--- src/rtl/tick_pkg.sv ---
// tick_pkg: shared FSM state encoding and default parameters for the tick receiver.
package tick_pkg;
   typedef enum logic [1:0] {ARM, IDLE, MEAS, LONG} state_t;
   localparam int SYNC_STAGES_D = 2;
   localparam int WIDTH_W_D     = 8;
   localparam int COUNT_W_D     = 16;
   localparam int MIN_W_D       = 2;
   localparam int MAX_W_D       = 200;
endpackage

--- src/rtl/tick_sync.sv ---
// tick_sync: STAGES-deep flop synchroniser, clears to 0 on reset.
//   i_clk, i_rst_n (async active-low), i_d raw input, o_q synchronised output.
module tick_sync #(
   parameter int STAGES = 2
)(
   input  logic i_clk,
   input  logic i_rst_n,
   input  logic i_d,
   output logic o_q
);
   logic [STAGES-1:0] q;
   always_ff @(posedge i_clk or negedge i_rst_n)
      if (!i_rst_n) q <= '0;
      else q <= {q[STAGES-2:0], i_d};
   assign o_q = q[STAGES-1];
endmodule

--- src/rtl/rcv_tick.sv ---
// rcv_tick: synchronises a tick line, measures its high width, validates it and
//   presents accepted ticks on a valid/ready interface.
//   i_clk, i_rst_n (async active-low), i_tick raw line, i_ready consumer accept,
//   i_clr clears count/overrun; o_valid/o_width pending tick, o_count accepted
//   ticks (wraps), o_err_short/o_err_long error pulses, o_overrun sticky drop flag.
module rcv_tick
   import tick_pkg::*;
#(
   parameter int SYNC_STAGES = SYNC_STAGES_D,
   parameter int WIDTH_W     = WIDTH_W_D,
   parameter int COUNT_W     = COUNT_W_D,
   parameter int MIN_W       = MIN_W_D,
   parameter int MAX_W       = MAX_W_D
)(
   input  logic               i_clk,
   input  logic               i_rst_n,
   input  logic               i_tick,
   input  logic               i_ready,
   input  logic               i_clr,
   output logic               o_valid,
   output logic [WIDTH_W-1:0] o_width,
   output logic [COUNT_W-1:0] o_count,
   output logic               o_err_short,
   output logic               o_err_long,
   output logic               o_overrun
);
   localparam logic [WIDTH_W-1:0] MIN_V = WIDTH_W'(MIN_W);
   localparam logic [WIDTH_W-1:0] MAX_V = WIDTH_W'(MAX_W);
   state_t                 st, st_nxt;
   logic [WIDTH_W-1:0]     wcnt, wcnt_nxt;
   logic [SYNC_STAGES-1:0] prime;
   logic                   s, acc, err_s, err_l, load, drop;

   tick_sync #(.STAGES(SYNC_STAGES)) u_sync (
      .i_clk   (i_clk),
      .i_rst_n (i_rst_n),
      .i_d     (i_tick),
      .o_q     (s)
   );

   // The synchroniser resets to 0, which would look like a low line; ARM only
   // trusts s once prime shows the chain holds real samples of i_tick.
   always_comb begin
      st_nxt   = st;
      wcnt_nxt = wcnt;
      acc      = 1'b0;
      err_s    = 1'b0;
      err_l    = 1'b0;
      unique case (st)
         ARM:  if (prime[SYNC_STAGES-1] && !s) st_nxt = IDLE;
         IDLE: if (s) begin
            st_nxt   = MEAS;
            wcnt_nxt = WIDTH_W'(1);
         end
         MEAS: if (s) begin
            if (wcnt >= MAX_V) st_nxt = LONG;
            else wcnt_nxt = wcnt + WIDTH_W'(1);
         end else begin
            st_nxt = IDLE;
            err_s  = wcnt < MIN_V;
            acc    = !err_s;
         end
         LONG: if (!s) begin
            st_nxt = IDLE;
            err_l  = 1'b1;
         end
      endcase
   end

   // A consumer ready on the same edge frees the slot for the new tick.
   assign load = acc & (~o_valid | i_ready);
   assign drop = acc & o_valid & ~i_ready;

   always_ff @(posedge i_clk or negedge i_rst_n)
      if (!i_rst_n) begin
         prime       <= '0;
         st          <= ARM;
         wcnt        <= '0;
         o_valid     <= 1'b0;
         o_width     <= '0;
         o_count     <= '0;
         o_err_short <= 1'b0;
         o_err_long  <= 1'b0;
         o_overrun   <= 1'b0;
      end else begin
         prime       <= {prime[SYNC_STAGES-2:0], 1'b1};
         st          <= st_nxt;
         wcnt        <= wcnt_nxt;
         o_valid     <= load | (o_valid & ~i_ready);
         if (load) o_width <= wcnt;
         o_count     <= (i_clr ? '0 : o_count) + COUNT_W'(load);
         o_overrun   <= drop | (o_overrun & ~i_clr);
         o_err_short <= err_s;
         o_err_long  <= err_l;
      end
endmodule

--- config.mk ---
export PLATFORM = sky130hd
export DESIGN_NAME = rcv_tick
export DESIGN_NICKNAME = d
export VERILOG_FILES = /design/src/rtl/tick_pkg.sv /design/src/rtl/tick_sync.sv /design/src/rtl/rcv_tick.sv
export SDC_FILE = /design/constraint.sdc
export NUM_CORES = 1
export LEC_CHECK = 0
export CAP_MARGIN = 10
export CORE_ASPECT_RATIO = 1.2
export CORE_MARGIN = 1
export CORE_UTILIZATION = 40
export CTS_CLUSTER_DIAMETER = 120
export DETAILED_ROUTE_END_ITERATION = 10
export GPL_ROUTABILITY_DRIVEN = 0
export MAX_ROUTING_LAYER = met4
export SYNTH_ARGS = -nofsm -noshare
export SYNTH_HDL_FRONTEND = slang
export SYNTH_SLANG_ARGS = --single-unit
--- constraint.sdc ---
create_clock -name i_clk -period 5.45 [get_ports i_clk]
set_input_delay 0.545 -clock i_clk [delete_from_list [all_inputs] [get_ports i_clk]]
set_output_delay 0.545 -clock i_clk [all_outputs]
set_load 0.02 [all_outputs]
==> flow_summary.json, run 1 <==
{
  "drtIter0Drc": 70,
  "design_area_um2": 2486,
  "crit_end": "o_count[11]$_DFF_PN0_",
  "placedCellCount": 268,
  "largest_register": "o_count",
  "comb_cells": 124,
  "cts_buffer_depth": 2,
  "power.switching_uw": 202.5,
  "whs_path_depth": 0,
  "largest_register_ffs": 16,
  "final_core_util": 0.5069,
  "wl_per_cell_um": 14.08,
  "core_um2": 4905,
  "largest_class": "registers",
  "rsz0062_at_grt": "false",
  "num_tap_cells": 60,
  "period_used_share": 0.6687,
  "die_y_um": 80.20,
  "arrival_ps": 3820,
  "final-clk-cell-share": 0.03674,
  "path_clk_slew_ps": 80,
  "buffer_area_frac": 0.1268,
  "synth_cell_types": 42,
  "setup_viol": 0,
  "htreeDepth": 2,
  "ant_nets": 0,
  "layout_top_cells": "dfrtp_1 (42), clkdlybuf4s50_1 (31), nor2_1 (14)",
  "root_buffer": "clkbuf_8",
  "synth_top_area_share": 0.5157,
  "status": "completed",
  "path_cells": "inv_1 > ha_1 > nor2b_1 > o21ai_2 > nor2b_1 > ha_1 > nand3_1 > nor4_1 > nand3_1 > mux2_2",
  "drc_errors": 0,
  "dp_slack_ps": 1766
}
[run 1: layer usage]
metal,wire length (µm),up-vias,global-route usage
met5,0,-,-
met4,63,0,0.07021
met3,150,5,0.04403
met2,2019,34,0.2870
met1,1653,708,0.2005
li1,-,694,-
[run 1: power by group through the flow]
stage	clock [mW]	sequential [mW]	combinational, mW
floorplan	0	0.368	0.0953
global route	0.226	0.360	0.174
global placement	0	0.361	0.146
detailed placement	0	0.363	0.153
CTS	0.211	0.357	0.153
finish	0.200	0.356	0.151
[run 1: critical path: cells and delay by family, from the launching register on]
kind	cells	cell delay, ps
AND-OR/OR-AND	1	90
multiplexers	1	290
flip-flops	1	420
adder cells (fa/ha/maj)	2	720
buffers and inverters	1	120
AND/OR/NAND/NOR	5	1910
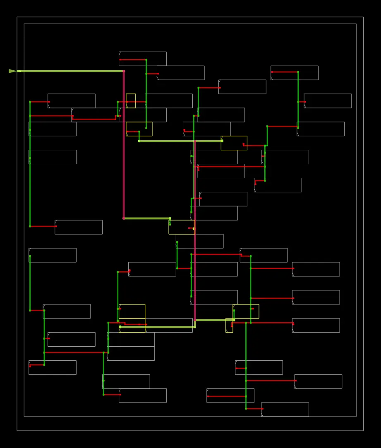
run_1/final_clocks.png
Worst Skew: 7.388 ps
TritonCTS buffer count: 5
CLK BUF: 7
flip-flops: 42
P_clk: 200 µW

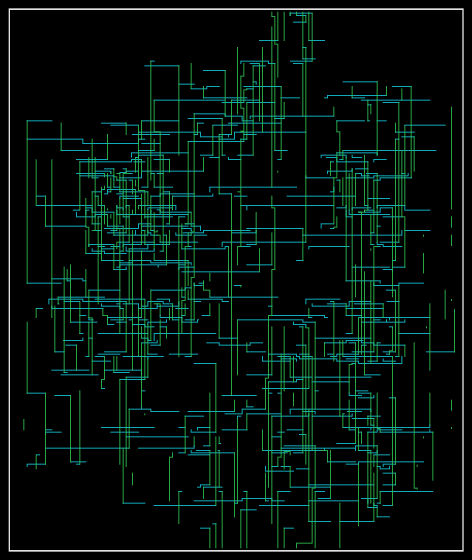
run_1/metal_stack.png
Only two layers are drawn.
| color | layer | wire length |
|---|---|---|
| cyan | met1 | 1650 µm |
| green | met2 | 2020 µm |

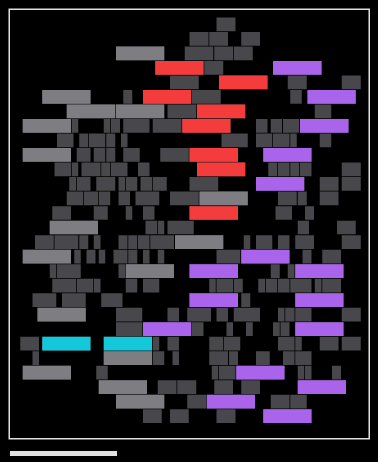
run_1/registers.png
The bar under the picture is 20 µm long. Other sequential cells in the stronger gray, the rest of the logic in the fainter gray.
| color | netlist name | sequential cells |
|---|---|---|
| purple | o_count | 16 |
| cyan | u_sync.q | 2 |
| red | o_width | 8 |
not colored: 16

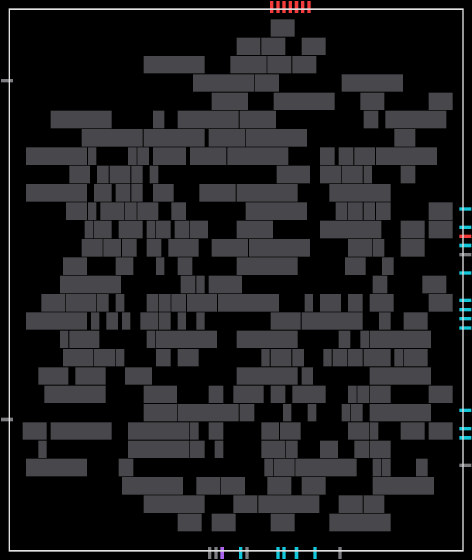
run_1/pins.png
Pins as bars across the die edge, other pins in gray.
| color | port | pins | direction | edge |
|---|---|---|---|---|
| red | o_width | 8 | output | 7 north, 1 east |
| purple | o_valid | 1 | output | south |
| cyan | o_count | 16 | output | 11 east, 5 south |

run_1/gate_families.png
The bar under the picture is 20 µm long.
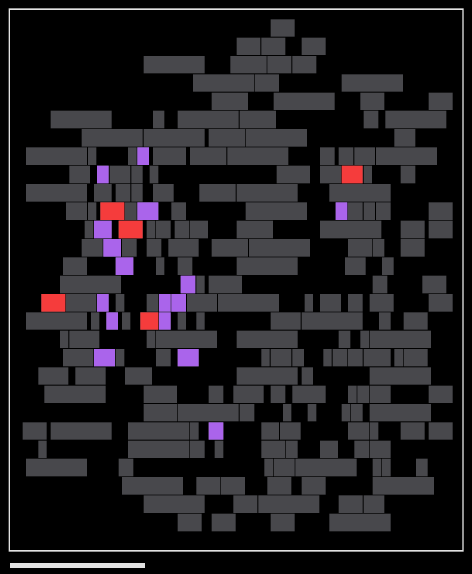

==> run 2, diff against run 1 <==
--- a/config.mk
+++ b/config.mk
@@ -13,6 +13,7 @@
 export DETAILED_ROUTE_END_ITERATION = 10
 export GPL_ROUTABILITY_DRIVEN = 0
 export MAX_ROUTING_LAYER = met4
+export PLACE_DENSITY = 0.65
 export SYNTH_ARGS = -nofsm -noshare
 export SYNTH_HDL_FRONTEND = slang
 export SYNTH_SLANG_ARGS = --single-unit
==> constraint.sdc (replaced) <==
create_clock -name i_clk -period 3 [get_ports i_clk]
set_input_delay 0.3 -clock i_clk [delete_from_list [all_inputs] [get_ports i_clk]]
set_output_delay 0.3 -clock i_clk [all_outputs]
set_load 0.02 [all_outputs]
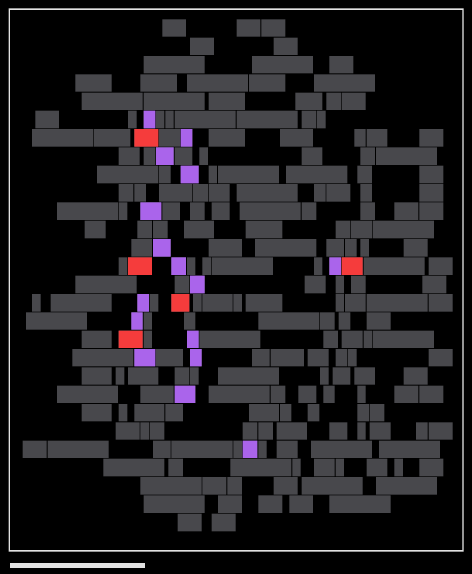
run_2/gate_families.png
The bar under the picture is 20 µm long.
| color | family | cells |
|---|---|---|
| purple | inverting AOI/OAI gates | 16 |
| red | AND-OR and OR-AND gates | 5 |

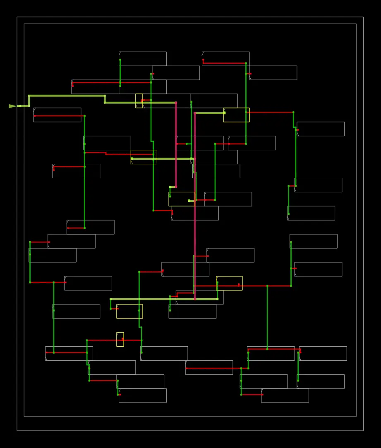
run_2/final_clocks.png
Worst-Skew Late Latency: 290 ps
P_clk: 341 µW
Worst Skew: 8.061 ps

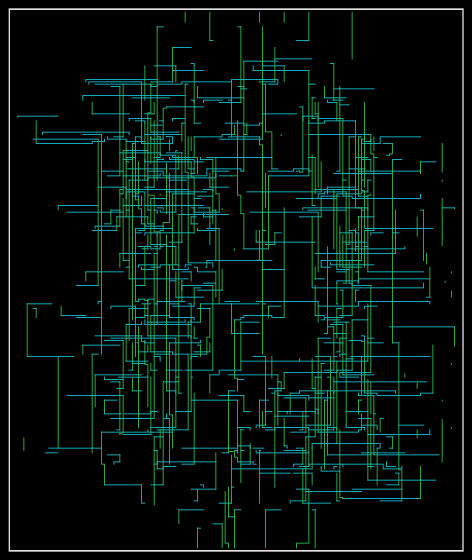
run_2/metal_stack.png
Only two layers are drawn.
| color | layer | wire length |
|---|---|---|
| cyan | met1 | 1670 µm |
| green | met2 | 1980 µm |

==> run 2 against run 1 <==
Count of clock-buffer cells in the layout unchanged. Clock skew increased by 0.67 ps. Power increased by 80%. Design area increased by 1.2%. Worst setup slack got worse by 1300 ps. Sequential cell count unchanged.
==> flow_summary.json, run 2 <==
{
  "status": "completed",
  "crit_end": "o_count[11]$_DFF_PN0_",
  "grt_pass1_vias": 1417,
  "ir_worst_vdd_mv": 0.3506,
  "path_cells": "or4_1 > o21ai_2 > nor2b_1 > ha_1 > nand3_1 > nor4_1 > buf_4 > nand3_1 > mux2_2",
  "rsz0062_at_grt": "false",
  "met3_usage": 0.04261,
  "design_area_um2": 2516,
  "wl_met3_um": 149,
  "setup_viol": 0,
  "synth_top_area_share": 0.5157,
  "critPathTopFamily": "simple AND/OR/NAND/NOR gates",
  "buffer_area_frac": 0.1432,
  "num_tap_cells": 60,
  "ant_nets": 0,
  "path_clk_slew_ps": 80,
  "drtIter0Drc": 107,
  "htreeDepth": 2,
  "final_core_util": 0.5130,
  "clock_buffers": 7,
  "final-clk-cell-share": 0.03033,
  "comb_cells": 124,
  "track_usage": 0.1611,
  "dp_hpwl_um": 2719,
  "cp_num_buf_inv": 1,
  "synth_cell_types": 42,
  "portBuffers": 32,
  "root_buffer": "clkbuf_8",
  "dp_slack_ps": 500.7,
  "cts_hold_buf": 0,
  "yosys_area_um2": 2038,
  "maxSlewHeadroom": 0.3828,
  "period_used_share": 0.8353,
  "layout_top_cells": "dfrtp_1 (42), clkdlybuf4s50_1 (31), nor2_1 (14)",
  "wl_met2_um": 1976,
  "wl_per_cell_um": 13.69,
  "highest_layer": "met4",
  "cp.depth": 9,
  "largest_register_ffs": 16,
  "grt_util_met2": 0.2750,
  "largest_register": "o_count",
  "die_y_um": 80.20,
  "largest_class": "registers",
  "core_um2": 4905,
  "arrival_ps": 2680
}
## run 2: power by group
| group | leakage [nW] | internal (mW) | switching, mW |
|---|---|---|---|
| Combinational | 0.521 | 0.130 | 0.156 |
| Sequential | 0.568 | 0.607 | 0.0369 |
| Clock | 0.0383 | 0.160 | 0.181 |
## run 2: worst register-to-register path: stages, from the launching register on
cell and delay (ps):
dfrtp_1 460, or4_1 620, o21ai_2 190, nor2b_1 90, ha_1 230, nand3_1 150, nor4_1 70, buf_4 160
nand3_1 90, mux2_2 330
## run 2: cell families after synthesis
| family | synth area share |
|---|---|
| buf+inv | 0.03499 |
| xor+xnor | 0.06445 |
| mux | 0.07981 |
| fa+ha+maj | 0.05525 |
| compound gates | 0.07306 |
| simple gates | 0.1750 |
| flops | 0.5157 |
| other cells | 0.001840 |
run_2/pins.png
Pins as bars across the die edge, other pins in gray.
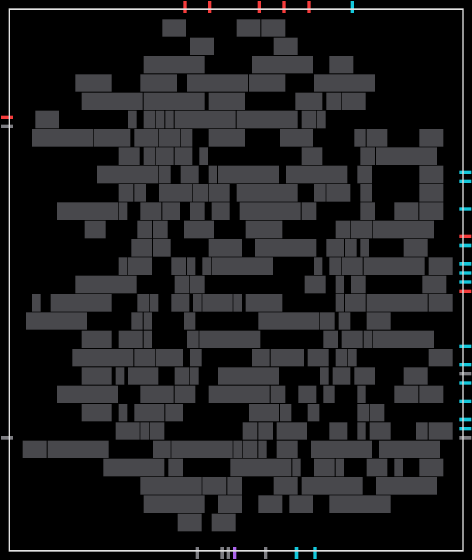

==> run 3, diff against run 2 <==
--- a/config.mk
+++ b/config.mk
@@ -13,7 +13,6 @@
 export DETAILED_ROUTE_END_ITERATION = 10
 export GPL_ROUTABILITY_DRIVEN = 0
 export MAX_ROUTING_LAYER = met4
-export PLACE_DENSITY = 0.65
 export SYNTH_ARGS = -nofsm -noshare
 export SYNTH_HDL_FRONTEND = slang
 export SYNTH_SLANG_ARGS = --single-unit
==> constraint.sdc (replaced) <==
create_clock -name i_clk -period 2.6 [get_ports i_clk]
set_input_delay 0.26 -clock i_clk [delete_from_list [all_inputs] [get_ports i_clk]]
set_output_delay 0.26 -clock i_clk [all_outputs]
set_load 0.02 [all_outputs]
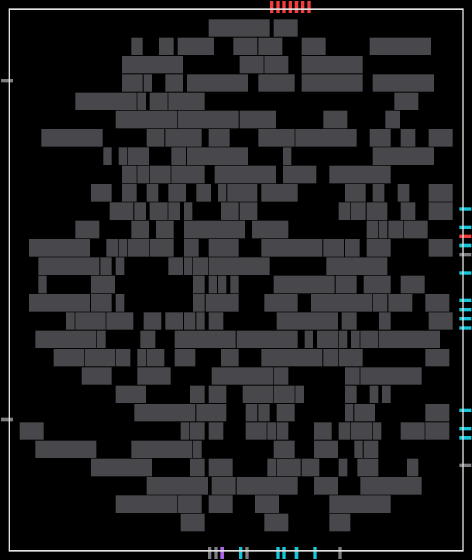
run_3/pins.png
Pins as bars across the die edge, other pins in gray.
| color | port | pins | direction | edge |
|---|---|---|---|---|
| cyan | o_count | 16 | output | 11 east, 5 south |
| red | o_width | 8 | output | 7 north, 1 east |
| purple | o_valid | 1 | output | south |

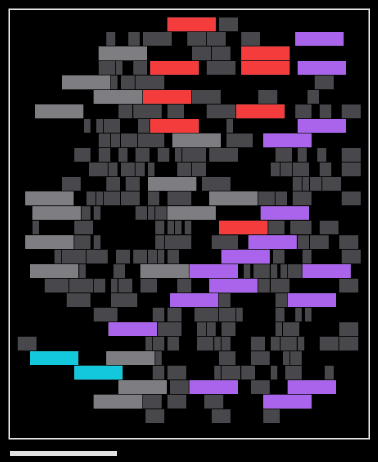
run_3/registers.png
The bar under the picture is 20 µm long. Other sequential cells in the stronger gray, the rest of the logic in the fainter gray.
| color | netlist name | sequential cells |
|---|---|---|
| red | o_width | 8 |
| cyan | u_sync.q | 2 |
| purple | o_count | 16 |
not colored: 16

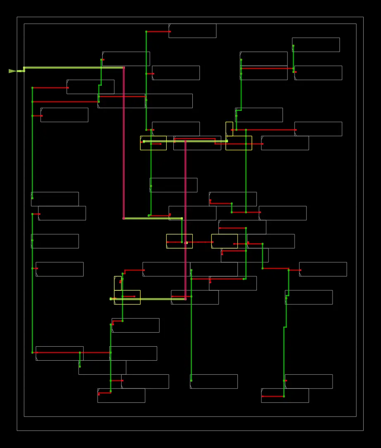
run_3/final_clocks.png
CTS Sinks: 42
Worst-Skew Late Latency: 280 ps
P_clk: 387 µW

==> run 3 against run 2 <==
Clock power is 13% higher. Non-clock buffer count is 4 higher. Worst setup slack worse by 350 ps. Hold slack worse by 33 ps. Global-route usage is 1.6 points higher. First-iteration DRC count is 41% lower. Sequential power is 16% higher. Utilization is 0.71 points higher. Design area is 1.4% higher. Power is 16% higher. Clock skew is 1.8 ps lower.
==> flow_summary.json, run 3 <==
{
  "status": "completed",
  "switching_share": 0.2943,
  "synth_cell_types": 42,
  "portBuffers": 32,
  "grt_util_met2": 0.2930,
  "ys_sh_simple": 0.1750,
  "fin_worst_skew_ps": 6.240,
  "p_seq_frac": 0.507,
  "wl_met2_um": 2191,
  "sh_seq_area": 0.4120,
  "path_cells": "or4_1 > o21ai_2 > nor2b_1 > ha_1 > nand3_1 > nor4_1 > buf_4 > nand3_1 > mux2_2",
  "power-top-group": "sequential cells",
  "p_comb_uw": 339,
  "dp_hpwl_um": 2996,
  "crit_required_ps": 2770,
  "synth_top_area_share": 0.5157,
  "mux_share": 0.07980,
  "power.switching_uw": 433.1,
  "die_y_um": 80.20,
  "yosys_area_um2": 2038,
  "fmax_mhz": 406.8,
  "grt_pass1_vias": 1447,
  "synthXorXnorAreaFrac": 0.06446,
  "final-clk-cell-share": 0.02992,
  "via_count": 1474,
  "track_usage": 0.1767,
  "rsz0062_at_grt": "false",
  "cp_num_buf_inv": 1,
  "setup_viol": 0,
  "period_used_share": 0.9455,
  "ys_sh_adder": 0.05525,
  "wl_met3_um": 126,
  "critPathTopFamily": "simple AND/OR/NAND/NOR gates",
  "met3_usage": 0.03835,
  "largest_class": "registers",
  "arrival_ps": 2630,
  "comb_cells": 124,
  "cts_hold_buf": 0,
  "pwr-share-clk": 0.263,
  "final_core_util": 0.5202,
  "buffer_area_frac": 0.1530,
  "largest_register": "o_count",
  "layout_top_cells": "dfrtp_1 (42), clkdlybuf4s50_1 (31), nor2_1 (14)",
  "drtIter0Drc": 63,
  "design_area_um2": 2551,
  "root_buffer": "clkbuf_8",
  "clock_buffers": 7,
  "htreeDepth": 2,
  "compound_area_frac": 0.07305,
  "combPwrFrac": 0.231
}
-- run 3: cell count changes in the layout (fill, tap and decap cells not counted), sizes merged --
cell | previous run | this run
buf | 7 | 11
-- run 3: worst max path at each step --
stage | start | to | slack, ps | cells after the start
after floorplan | st[0]$_DFFE_PN0P_ | o_count[11]$_DFF_PN0_ | 100 | 11
after global placement | wcnt[7]$_DFFE_PN0P_ | o_count[11]$_DFF_PN0_ | 170 | 9
after global routing | wcnt[7]$_DFFE_PN0P_ | o_count[14]$_DFF_PN0_ | 20 | 9
after CTS | st[0]$_DFFE_PN0P_ | o_count[12]$_DFF_PN0_ | 80 | 11
final | wcnt[7]$_DFFE_PN0P_ | o_count[11]$_DFF_PN0_ | 140 | 9
after detailed placement | st[0]$_DFFE_PN0P_ | o_count[12]$_DFF_PN0_ | 110 | 11
Power and IR drop assume default switching activity.
